drive_strength.png
Bar = 20 um.
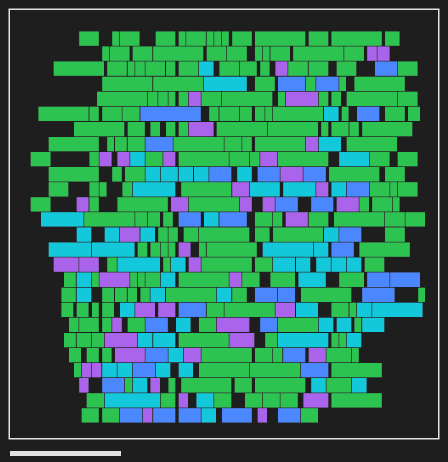
wire_density.png
15 x 15 tiles, from dark blue (low) to red (high), scaled to the fullest tile. Values are wire area over tile area, all layers added.
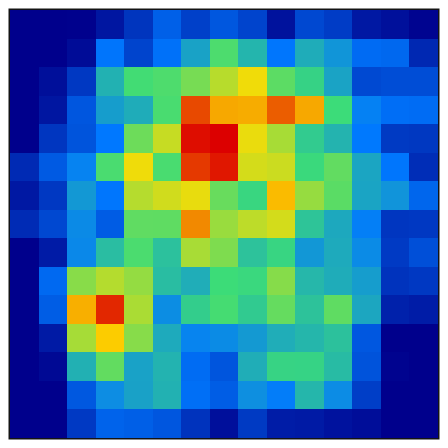
final_placement.png
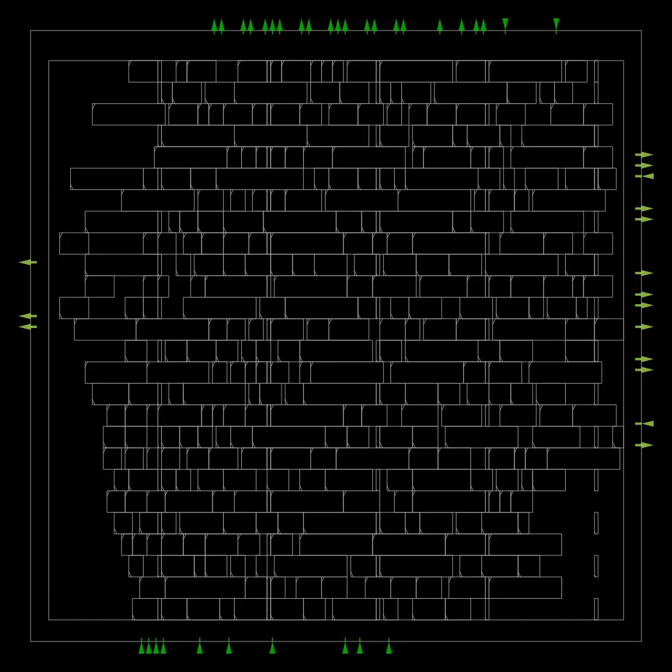
clock_map.png
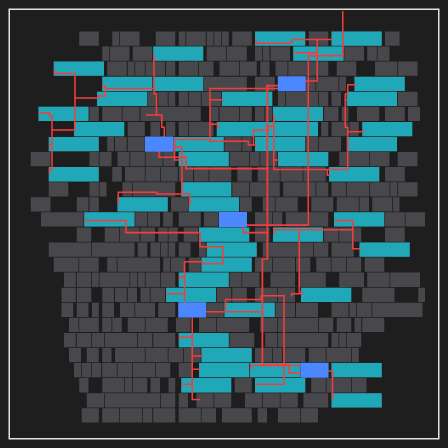
registers.png
Bar = 20 um.
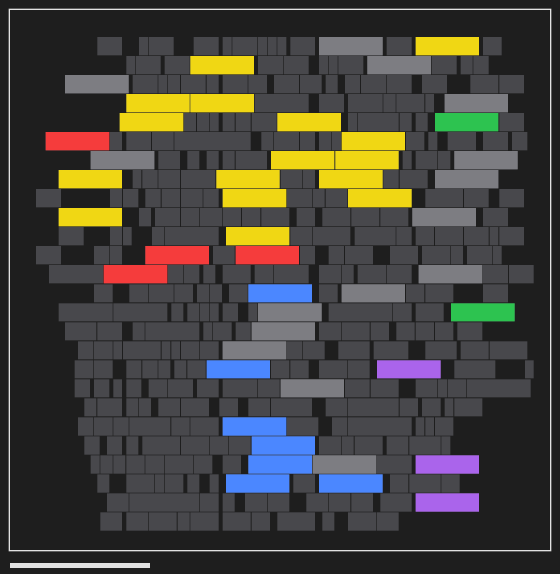
===== config.mk =====
export PLATFORM = sky130hd
export DESIGN_NAME = seven2binary_flat
export DESIGN_NICKNAME = d
export VERILOG_FILES = /design/src/rtl/seven2binary_if.sv /design/src/rtl/seven2binary.sv /design/src/flat_wrapper.sv
export SDC_FILE = /design/constraint.sdc
export NUM_CORES = 1
export LEC_CHECK = 0
export CORE_MARGIN = 2
export CORE_UTILIZATION = 47
export CTS_CLUSTER_SIZE = 40
export DETAILED_ROUTE_END_ITERATION = 7
export HOLD_SLACK_MARGIN = 0.03
export PLACE_DENSITY = 0.87
export SLEW_MARGIN = 40
export SYNTH_ARGS = -nofsm -noshare
export SYNTH_HDL_FRONTEND = slang
export SYNTH_SLANG_ARGS = --single-unit

===== constraint.sdc =====
create_clock -name CLK -period 2.3 [get_ports CLK]
set_clock_uncertainty 0.05 [all_clocks]
set_input_delay 0.69 -clock CLK [delete_from_list [all_inputs] [get_ports CLK]]
set_output_delay 0.69 -clock CLK [all_outputs]
set_load 0.005 [all_outputs]

===== src/rtl/seven2binary_if.sv =====
// Display capture bus: multiplexed digit enable/segments in, decoded digit state and update stream out.
// The slave modport is the decoder; the master modport is the display driver plus update consumer.
interface seven2binary_if #(
  parameter int NUM_DIGITS = 4
);
  logic [NUM_DIGITS-1:0]   AN;
  logic [0:6]              SEV;
  logic [4*NUM_DIGITS-1:0] DIGITS;
  logic [NUM_DIGITS-1:0]   DIG_VALID;
  logic [NUM_DIGITS-1:0]   DIG_ERR;
  logic                    UPD_VALID;
  logic                    UPD_READY;
  logic [2:0]              UPD_DIGIT;
  logic [3:0]              UPD_BIN;
  logic                    UPD_ERR;
  logic                    OVERFLOW;

  modport slave (
    input  AN, SEV, UPD_READY,
    output DIGITS, DIG_VALID, DIG_ERR,
    output UPD_VALID, UPD_DIGIT, UPD_BIN, UPD_ERR, OVERFLOW
  );

  modport master (
    output AN, SEV, UPD_READY,
    input  DIGITS, DIG_VALID, DIG_ERR,
    input  UPD_VALID, UPD_DIGIT, UPD_BIN, UPD_ERR, OVERFLOW
  );
endinterface


===== src/rtl/seven2binary.sv =====
// Seven-segment capture decoder: commits a digit STABLE_CYCLES-1 edges after its pattern is first captured.
// One-deep registered update stream; an unaccepted event is overwritten and OVERFLOW sticks.
module seven2binary #(
  parameter int NUM_DIGITS    = 4,
  parameter int STABLE_CYCLES = 4
) (
  input  logic          CLK,
  input  logic          RST_N,
  seven2binary_if.slave bus
);

  localparam int                 CNT_W      = $clog2(STABLE_CYCLES + 2);
  localparam logic [CNT_W-1:0]   CNT_SAT    = CNT_W'(STABLE_CYCLES + 1);
  localparam logic [CNT_W-1:0]   CNT_COMMIT = CNT_W'(STABLE_CYCLES - 1);
  localparam logic [CNT_W-1:0]   CNT_ONE    = CNT_W'(1);

  // {valid, err, code}
  function automatic logic [5:0] decode(input logic [0:6] seg);
    logic [5:0] r;
    case (seg)
      7'b1111110: r = {2'b10, 4'h0};
      7'b0110000: r = {2'b10, 4'h1};
      7'b1101101: r = {2'b10, 4'h2};
      7'b1111001: r = {2'b10, 4'h3};
      7'b0110011: r = {2'b10, 4'h4};
      7'b1011011: r = {2'b10, 4'h5};
      7'b1011111: r = {2'b10, 4'h6};
      7'b1110000: r = {2'b10, 4'h7};
      7'b1111111: r = {2'b10, 4'h8};
      7'b1110011: r = {2'b10, 4'h9};
      7'b1110111: r = {2'b10, 4'hA};
      7'b0011111: r = {2'b10, 4'hB};
      7'b1001110: r = {2'b10, 4'hC};
      7'b0111101: r = {2'b10, 4'hD};
      7'b1001111: r = {2'b10, 4'hE};
      7'b1000111: r = {2'b10, 4'hF};
      7'b0000000: r = 6'b00_0000;
      default:    r = 6'b01_0000;
    endcase
    return r;
  endfunction

  logic [NUM_DIGITS-1:0]   cap_an_q,  cap_an_d;
  logic [0:6]              cap_sev_q, cap_sev_d;
  logic [CNT_W-1:0]        cnt_q,     cnt_d;
  logic [4*NUM_DIGITS-1:0] digits_q,  digits_d;
  logic [NUM_DIGITS-1:0]   dig_vld_q, dig_vld_d;
  logic [NUM_DIGITS-1:0]   dig_err_q, dig_err_d;
  logic                    upd_vld_q, upd_vld_d;
  logic [2:0]              upd_dig_q, upd_dig_d;
  logic [3:0]              upd_bin_q, upd_bin_d;
  logic                    upd_err_q, upd_err_d;
  logic                    ovf_q,     ovf_d;

  logic                    one_hot;
  logic                    same;
  logic                    commit;
  logic                    new_evt;
  logic [5:0]              dec;
  logic [5:0]              stored;
  logic [2:0]              sel_idx;

  // Capture and stability window
  always_comb begin
    cap_an_d  = bus.AN;
    cap_sev_d = bus.SEV;
    one_hot   = $onehot(bus.AN);
    same      = (bus.AN == cap_an_q) && (bus.SEV == cap_sev_q);
    cnt_d     = cnt_q;
    commit    = 1'b0;
    if (!one_hot) begin
      cnt_d = '0;
    end else if (!same) begin
      cnt_d = CNT_ONE;
    end else if (cnt_q != CNT_SAT) begin
      cnt_d  = cnt_q + CNT_ONE;
      commit = (cnt_q == CNT_COMMIT);
    end
  end

  // Per-digit state and event detection
  always_comb begin
    dec       = decode(bus.SEV);
    digits_d  = digits_q;
    dig_vld_d = dig_vld_q;
    dig_err_d = dig_err_q;
    sel_idx   = '0;
    stored    = '0;
    for (int i = 0; i < NUM_DIGITS; i++) begin
      if (bus.AN[i]) begin
        sel_idx = 3'(i);
        stored  = {dig_vld_q[i], dig_err_q[i], digits_q[4*i +: 4]};
      end
    end
    new_evt = commit && (stored != dec);
    if (commit) begin
      for (int i = 0; i < NUM_DIGITS; i++) begin
        if (bus.AN[i]) begin
          digits_d[4*i +: 4] = dec[3:0];
          dig_vld_d[i]       = dec[5];
          dig_err_d[i]       = dec[4];
        end
      end
    end
  end

  // Update stream: a new event always wins over the pending one
  always_comb begin
    upd_vld_d = upd_vld_q;
    upd_dig_d = upd_dig_q;
    upd_bin_d = upd_bin_q;
    upd_err_d = upd_err_q;
    ovf_d     = ovf_q;
    if (new_evt) begin
      upd_vld_d = 1'b1;
      upd_dig_d = sel_idx;
      upd_bin_d = dec[3:0];
      upd_err_d = dec[4];
      if (upd_vld_q && !bus.UPD_READY) begin
        ovf_d = 1'b1;
      end
    end else if (upd_vld_q && bus.UPD_READY) begin
      upd_vld_d = 1'b0;
    end
  end

  always_ff @(posedge CLK or negedge RST_N) begin
    if (!RST_N) begin
      cap_an_q  <= '0;
      cap_sev_q <= '0;
      cnt_q     <= '0;
      digits_q  <= '0;
      dig_vld_q <= '0;
      dig_err_q <= '0;
      upd_vld_q <= 1'b0;
      upd_dig_q <= '0;
      upd_bin_q <= '0;
      upd_err_q <= 1'b0;
      ovf_q     <= 1'b0;
    end else begin
      cap_an_q  <= cap_an_d;
      cap_sev_q <= cap_sev_d;
      cnt_q     <= cnt_d;
      digits_q  <= digits_d;
      dig_vld_q <= dig_vld_d;
      dig_err_q <= dig_err_d;
      upd_vld_q <= upd_vld_d;
      upd_dig_q <= upd_dig_d;
      upd_bin_q <= upd_bin_d;
      upd_err_q <= upd_err_d;
      ovf_q     <= ovf_d;
    end
  end

  assign bus.DIGITS    = digits_q;
  assign bus.DIG_VALID = dig_vld_q;
  assign bus.DIG_ERR   = dig_err_q;
  assign bus.UPD_VALID = upd_vld_q;
  assign bus.UPD_DIGIT = upd_dig_q;
  assign bus.UPD_BIN   = upd_bin_q;
  assign bus.UPD_ERR   = upd_err_q;
  assign bus.OVERFLOW  = ovf_q;

endmodule


===== src/flat_wrapper.sv =====
// flat-port wrapper written by rule: the top's interface ports become plain ports
module seven2binary_flat 
#(
  parameter int NUM_DIGITS    = 4,
  parameter int STABLE_CYCLES = 4
)
  (CLK, RST_N, bus_AN, bus_SEV, bus_UPD_READY, bus_DIGITS, bus_DIG_VALID, bus_DIG_ERR, bus_UPD_VALID, bus_UPD_DIGIT, bus_UPD_BIN, bus_UPD_ERR, bus_OVERFLOW);
  seven2binary_if #(.NUM_DIGITS(NUM_DIGITS)) bus_i ();
  input  logic CLK;
  input  logic RST_N;
  input wire logic [$bits(bus_i.AN)-1:0] bus_AN;
  input wire logic [$bits(bus_i.SEV)-1:0] bus_SEV;
  input wire logic [$bits(bus_i.UPD_READY)-1:0] bus_UPD_READY;
  output wire logic [$bits(bus_i.DIGITS)-1:0] bus_DIGITS;
  output wire logic [$bits(bus_i.DIG_VALID)-1:0] bus_DIG_VALID;
  output wire logic [$bits(bus_i.DIG_ERR)-1:0] bus_DIG_ERR;
  output wire logic [$bits(bus_i.UPD_VALID)-1:0] bus_UPD_VALID;
  output wire logic [$bits(bus_i.UPD_DIGIT)-1:0] bus_UPD_DIGIT;
  output wire logic [$bits(bus_i.UPD_BIN)-1:0] bus_UPD_BIN;
  output wire logic [$bits(bus_i.UPD_ERR)-1:0] bus_UPD_ERR;
  output wire logic [$bits(bus_i.OVERFLOW)-1:0] bus_OVERFLOW;
  assign bus_i.AN = bus_AN;
  assign bus_i.SEV = bus_SEV;
  assign bus_i.UPD_READY = bus_UPD_READY;
  assign bus_DIGITS = bus_i.DIGITS;
  assign bus_DIG_VALID = bus_i.DIG_VALID;
  assign bus_DIG_ERR = bus_i.DIG_ERR;
  assign bus_UPD_VALID = bus_i.UPD_VALID;
  assign bus_UPD_DIGIT = bus_i.UPD_DIGIT;
  assign bus_UPD_BIN = bus_i.UPD_BIN;
  assign bus_UPD_ERR = bus_i.UPD_ERR;
  assign bus_OVERFLOW = bus_i.OVERFLOW;
  seven2binary #(.NUM_DIGITS(NUM_DIGITS), .STABLE_CYCLES(STABLE_CYCLES)) u_core (.CLK(CLK), .RST_N(RST_N), .bus(bus_i));
endmodule

==> results.ini <==
[synthesis]
simple_share_synth_pct = 19.5
netlist_top_cells_count = dfrtp_1 (47), nand2_1 (31), o21ai_0 (16), nor3_1 (13)
synthesis_stage_register_bit_count = 47
and_or_or_and_share_of_the_synthesized_area_pct = 13.3
yosys-top-cells-area = dfrtp_1 (47%), nand2_1 (4.6%), xor2_1 (4.2%)
enable_flop_cells = 0
ys.warnings.count = 0
postSynthNetCount = 277
top_cell_area_share_pct = 46.7
total_cell_area_reported_by_yosys_after_synthesis_um2 = 2520
synth_area_leader_cell = dfrtp_1
avgSynthCellArea_um2 = 9.89
netlist_logic_family_top = simple AND/OR/NAND/NOR gates

[final_timing]
sum_of_negative_setup_slack_ns = -16.39
slew_violations = 0
period_minus_slack_ns = 2.81
timing.hold.ws_ns = 0.324
worst_pin_slew_ns = 0.643
layout_setup_ws_ns = -0.508
rsz0062_at_grt = true
timing.final.setup_violations = 36

[setup_path]
timing.critical_path.fanout_max = 5
cells_along_the_critical_path = buf_8 -> inv_6 -> ha_4 -> ha_4 -> fa_1 -> or4b_4 -> nor2_4 -> buf_6 -> nand2_4 -> buf_6 -> nand2_2 -> o21ai_1
critical-path-slowest-cell = or4b_4
setup.reg_to_reg.worst_slack_ns = -0.05
timing.critical_path.max_delay_family = simple AND/OR/NAND/NOR gates
critPathMaxStageDelay_ns = 0.57
required_arrival_time_at_the_worst_endpoint_ns = 2.45
r2r-end = u_core.bus.DIGITS[0]
crit_path_start_kind = input port
timing.rr.start = u_core.cap_sev_q[3]
path_class = input port to flop
timing.critical_path.buf_inv = 4
r2r.worst_path.cells = 10
critPathCaptureType = flop

[pwr]
p_leak_nw = 1.74
vdd_ir_drop_max_mv = 0.282
finalPower_mw = 1.80
power_density_nw_per_um2 = 457

[layout]
layout.area.top_class = combinational gates
final_cells = 426
nNetsFinal = 377
final-clk-cell-share_pct = 2.96
logic_area_um2 = 1490
antenna_cells = 0
layout_top_cells_excl_fill_tap = dfrtp_1 (47), buf_4 (40), clkdlybuf4s50_1 (34)
final_layout_size_suffix_gt1_share_pct = 39.3

[global_routing]
gr-total-overflow = 0
globalRouteMet2Util_pct = 47.3
grt_max_degree = 29
gr-usage-met3_pct = 4.94

[detailed_routing]
vias_after_detailed_routing = 2513
drc_errors = 0
routed_wl_um = 8520
met3RoutedLength_um = 524
antenna_violating_nets_post_route = 0
firstDrtPassIters = 5
drt_first_iter_violations = 228
drt_met1_wl_um = 3340

[hold_path]
hold_path_class = input port to asynchronous set/reset pin

[placed_design]
post-dp-hpwl_um = 4980
final_weighted_congestion_of_routability_driven_global_placement = 0.857
io_buffer_count = 46

[clock_network]
cts_htree_levels = 2
cts.repair.resized = 100
cts.repair_timing.setup_buffer_count = 11
cts_inserted_buffers = 5
clock_sink_count = 47
cts-root-buf = clkbuf_8

[floorplan]
die_width_um = 77.2
i_o_pins = 48
die_h_um = 77.2
core_util_floorplan_pct = 49.1
chip_area_um2 = 5970

[run_status]
violations_in_the_final_reports = setup timing
run_status = finished with violations

[flow_run]
openroad.warnings = 31
max_cap_violations = 0

About drive_strength.png:
Key: purple = drive 2 [cells 45, share 13%, most used nand2_2]; green = drive 1 or less [cells 216, share 61%, most used dfrtp_1]; blue = drive 6 and up [cells 34, share 9.6%, most used buf_6]; cyan = drive 3 to 4 [cells 61, share 17%, most used buf_4]
final design instance area without fill: 3930 um2
number of non-clock buffers in the layout: 110
final setup slack of the worst path: -0.508 ns
area growth from synthesis to layout: 55.8%

About wire_density.png:
25% of the tiles are over half the peak. The fullest tile reaches 0.71. The mean over all tiles is 0.23. The densest ninth of the die: middle. The emptiest ninth of the die: top left. 12% of the tiles are nearly empty.
global-route usage over all layers: 27.5%
Routed wire per std cell: 20.0 um

About final_placement.png:
Filler cells: 310
post-route core utilization: 76.4%
Site Rows: 26
FF+latch count: 47
core area: 5140 um2

About clock_map.png:
Key: cyan = flip-flops [count 47]; red = clock wires [length 584 um]; blue = cells driving clock nets [count 5]
There are 6 routed clock nets. Position of the flops: all over the die.
clock network latency to the later pin of the worst-skew pair: 0.32 ns
power share of the clock group: 36.0%
clock network power: 646 uW

About registers.png:
Key: red = `u_core.bus.DIG_VALID` [placed flops 4]; yellow = `u_core.bus.DIGITS` [placed flops 16]; green = `u_core.bus.UPD_DIGIT` [placed flops 2]; blue = `u_core.cap_sev_q` [placed flops 7, where bottom middle]; purple = `u_core.cnt_q` [placed flops 3]
proportion of cell area occupied by registers: 29.9%
Power Sequential: 848 uW
Sequential Area: 1180 um2

## how the worst max path moves through the flow
stage	slack, ns	startpoint	depth (start not counted)	endpoint
after floorplan	-0.71	bus_AN[2]	9	u_core.bus.UPD_ERR
after global placement	-1.19	bus_AN[2]	11	u_core.bus.DIGITS[5]
after detailed placement	-1.28	bus_AN[2]	11	u_core.bus.DIGITS[15]
after CTS	-0.43	bus_AN[2]	9	u_core.bus.UPD_ERR
after global routing	-0.55	bus_AN[3]	12	u_core.bus.DIG_VALID[1]
final	-0.51	bus_AN[3]	12	u_core.bus.DIGITS[0]
## power breakdown
group          leakage [nW]  internal (mW)  switching, mW  total [mW]
Sequential            0.599          0.839        0.00917       0.848
Clock                0.0587          0.330          0.316       0.646
Combinational          1.08          0.131          0.171       0.301
Total                  1.74           1.30          0.496        1.80
Power and IR drop assume default switching activity.
